Design poc_ctrl, sky130hd; sources not shown.
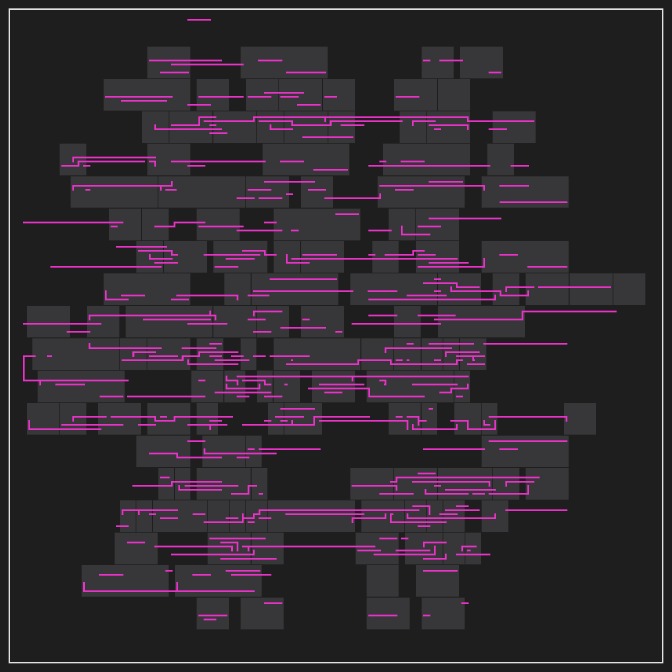
Figure 1: met1 routing.
Cells faint in the background.
longest straight run = 19.3 um
main direction = horizontal
nets with wire on the layer = 136
via count of the routed design: 788
WL final: 2000 um

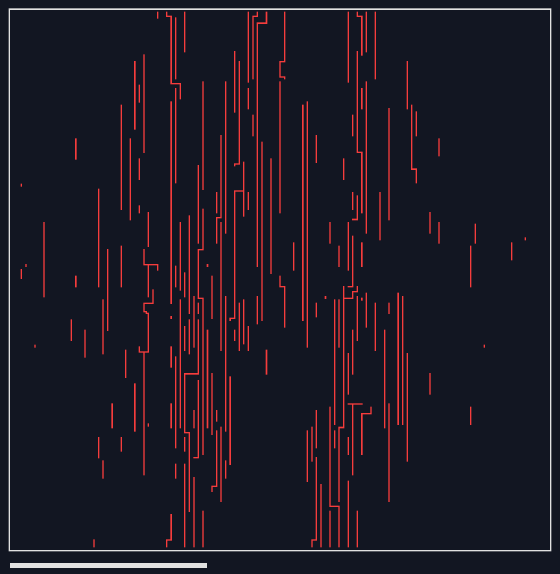
Figure 2: metal 2.
The bar under the picture is 20 um long.
main direction = vertical
share of all routed wire = 49%
met2 capacity usage during global routing: 24.3%

==> results.py <==
# Synthesis and PnR figures
metrics = {
    "sta": {
        "final_max_slew_viol_count": 0,
        "grt_setup_unrepaired": "no",
        "worstMarginPinSlew_ns": 0.705,
        "finalCriticalPeriod_ns": 2.38,
        "timing.final.setup_violations": 0,
        "totalNegativeSetupSlack_ns": 0,
        "relSlewSlack_pct": 52.8,
        "fmaxAchievable_mhz": 421,
        "report.final.hold_viol_count": 0,
        "final_min_period_over_clock_period_pct": 69.9,
    },
    "grt": {
        "grt_pass1_wl_um": 3330,
        "antenna_found_initial": 0,
        "grt.overflow.total": 0,
        "grt_pass1_vias": 754,
        "gr-usage-all-layers_pct": 16.1,
        "maximum_number_of_pins_on_one_net_before_global_route_repair": 26,
    },
    "logic_synthesis": {
        "synth_area_per_cell_sq_um": 10.1,
        "synth_chip_area_sq_um": 1060,
        "syn_std_cell_area_sq_um": 1060,
        "synth_register_bits": 23,
        "synth_warnings": 0,
        "synthCells": 105,
        "ys_cells": 105,
        "synthesis.nets": 125,
        "synth_cell_types": 23,
        "register_area_share_after_synthesis_pct": 43.6,
    },
    "power_and_ir_drop": {
        "power.clock.total_w": 0.000127,
        "sequential_power_share_pct": 57.2,
        "switching_share_pct": 27.4,
        "power_top_consumer": "registers",
        "power.static_leakage_nw": 0.509,
        "largest_vdd_supply_drop_mv": 0.275,
        "pwr.group.combinational_w": 0.0000824,
        "total_switching_power_w": 0.000134,
        "internal_power_w": 0.000355,
        "power_density_nw_per_um2": 366,
        "seq_cell_power_w": 0.000280,
        "power.share.clock_pct": 25.9,
        "power_frac_comb_pct": 16.8,
    },
    "clock_tree": {
        "ctsHtreeMaxLevel": 1,
        "cts.repair.resized": 0,
        "worstSkewPairLatency_ns": 0.31,
        "tritoncts_num_sinks": 23,
        "clk_path_buf_depth": 2,
        "cts_tree": "yes",
        "cts_setup_buffers": 0,
        "clkTransAtPathRegs_ns": 0.13,
        "root_buffer": "clkbuf_4",
        "ctsHoldBuffers": 0,
        "cts_made_buffers": 3,
    },
    "finish": {
        "mostFrequentLayoutCell": "dfxtp_1",
        "area_dominant_class": "combinational gates",
        "n_all_buffers": 28,
        "fill_cells": 232,
        "flop-count": 23,
        "final_nets": 154,
        "post_route_cells_drive_above_1_share_pct": 13.5,
        "finalCoreUtilization_pct": 52.6,
        "logic_area_sq_um": 546,
        "layout_overhead_on_the_synthesized_area_pct": 26.7,
        "layout.clock.cell_area_share_pct": 2.06,
        "clock_buffers": 3,
        "multi_input_gates": 73,
        "most-common-layout-cells": "dfxtp_1, mux2i_1, nor2b_1, clkdlybuf4s50_1, buf_4",
        "seq_area_sq_um": 460,
        "area.share.combinational_pct": 40.8,
        "nonClkBufAreaFrac_pct": 18.5,
        "n_all_inverters": 5,
        "diodes": 0,
        "seqAreaFraction_pct": 34.4,
    },
    "floorplan": {
        "die_h_um": 54.7,
        "num_tap_cells": 30,
        "top_level_pins": 29,
        "rows": 18,
        "initial_core_util_pct": 41.5,
        "floorplan.core_area_sq_um": 2540,
        "design.die.area_sq_um": 2990,
        "die.size.x_um": 54.7,
    },
    "setup_path": {
        "crit_type": "input pin to register",
        "critical_path.max_stage_delay_ns": 0.52,
        "series_of_cell_instances_along_the_critical_path": "clkdlybuf4s50_1, nor3b_2, and3_1, mux2i_1, nor2b_1",
        "buffering_stage_count_on_the_worst_path_with_inverters_included": 1,
        "crit_slowest_cell": "and3_1",
        "r2r_setup_slack_ns": 1.69,
        "crit_arrival_ns": 2.49,
        "r2r_depth": 5,
        "required_ns": 3.51,
        "worstSetupEndpointType": "register",
        "worstPathMaxFanout": 8,
        "crit_path_start_kind": "input pin",
        "timing.critical_path.max_delay_family": "simple AND/OR/NAND/NOR gates",
        "critical_path_depth": 5,
    },
    "route": {
        "ant_nets": 0,
        "routedWlPerCell_um": 12.3,
        "route.detailed.drc": 0,
        "drt_iter0_drc": 25,
        "vias_per_cell": 4.83,
        "drt_first_pass_iters": 4,
    },
    "run": {
        "drv_cap": 0,
        "warning_count": 29,
    },
    "placement": {
        "dp.final_hpwl_um": 1460,
        "tally_of_buffers_added_on_design_ports": 28,
        "place.gp.congestion": 0.719,
    },
    "status": {
        "run_status": "finished clean",
    },
    "worst_hold_path": {
        "timing.hold.worst.class": "register to register",
        "worst_hold_path_cell_count": 2,
    },
}
[Yosys cell counts]
cell,count,area [sq um]
a21boi_0,2,15.0
nor3_1,1,5.00
clkbuf_1,1,3.75
nor3b_2,1,12.5
a21oi_1,4,20.0
nor2_1,5,18.8
and4b_1,1,10.0
dlygate4sd1_1,1,8.76
nand2b_1,1,6.26
o2111ai_1,1,8.76
mux2i_1,20,200
nor4b_1,1,8.76
inv_1,5,18.8
dfxtp_1,23,460
nand2_1,6,22.5
o211a_1,1,10.0
o21ai_0,2,10.0
buf_6,1,11.3
ha_1,4,50.1
a32o_1,1,10.0
and3_1,2,12.5
buf_4,1,7.51
nor2b_1,20,125
[layer usage]
metal / track usage, % / vias up / wire, um
li1: - / 414 / -
met1: 20.2 / 357 / 945
met2: 24.3 / 15 / 981
met3: 2.50 / 2 / 45
met4: 8.97 / 0 / 27
met5: - / - / 0
[metrics by stage]
stage / cells / setup WS, ns / hold WS (ns) / total power (W) / area, sq um
floorplan: 105 / 1.28 / 0.358 / 0.000337 / 1060
global placement: 159 / 0.744 / 0.376 / 0.000367 / 1310
detailed placement: 159 / 0.713 / 0.383 / 0.000368 / 1310
CTS: 163 / 1.05 / 0.401 / 0.000493 / 1340
global route: 163 / 0.966 / 0.421 / 0.000512 / 1340
finish: 163 / 1.02 / 0.402 / 0.000489 / 1340
[worst min-delay path, stage by stage (launching register included)]
cell	delay (ns)
dfxtp_1	0.33
o21ai_0	0.06
a21boi_0	0.07
[kinds of logic after synthesis]
group | Yosys count | share of synthesized area [%]
simple gates | 38 | 21.0
flops | 23 | 43.6
mux | 20 | 19.0
compound gates | 11 | 6.99
buf+inv | 9 | 4.74
fa+ha+maj | 4 | 4.74
Power and IR drop assume default switching activity.
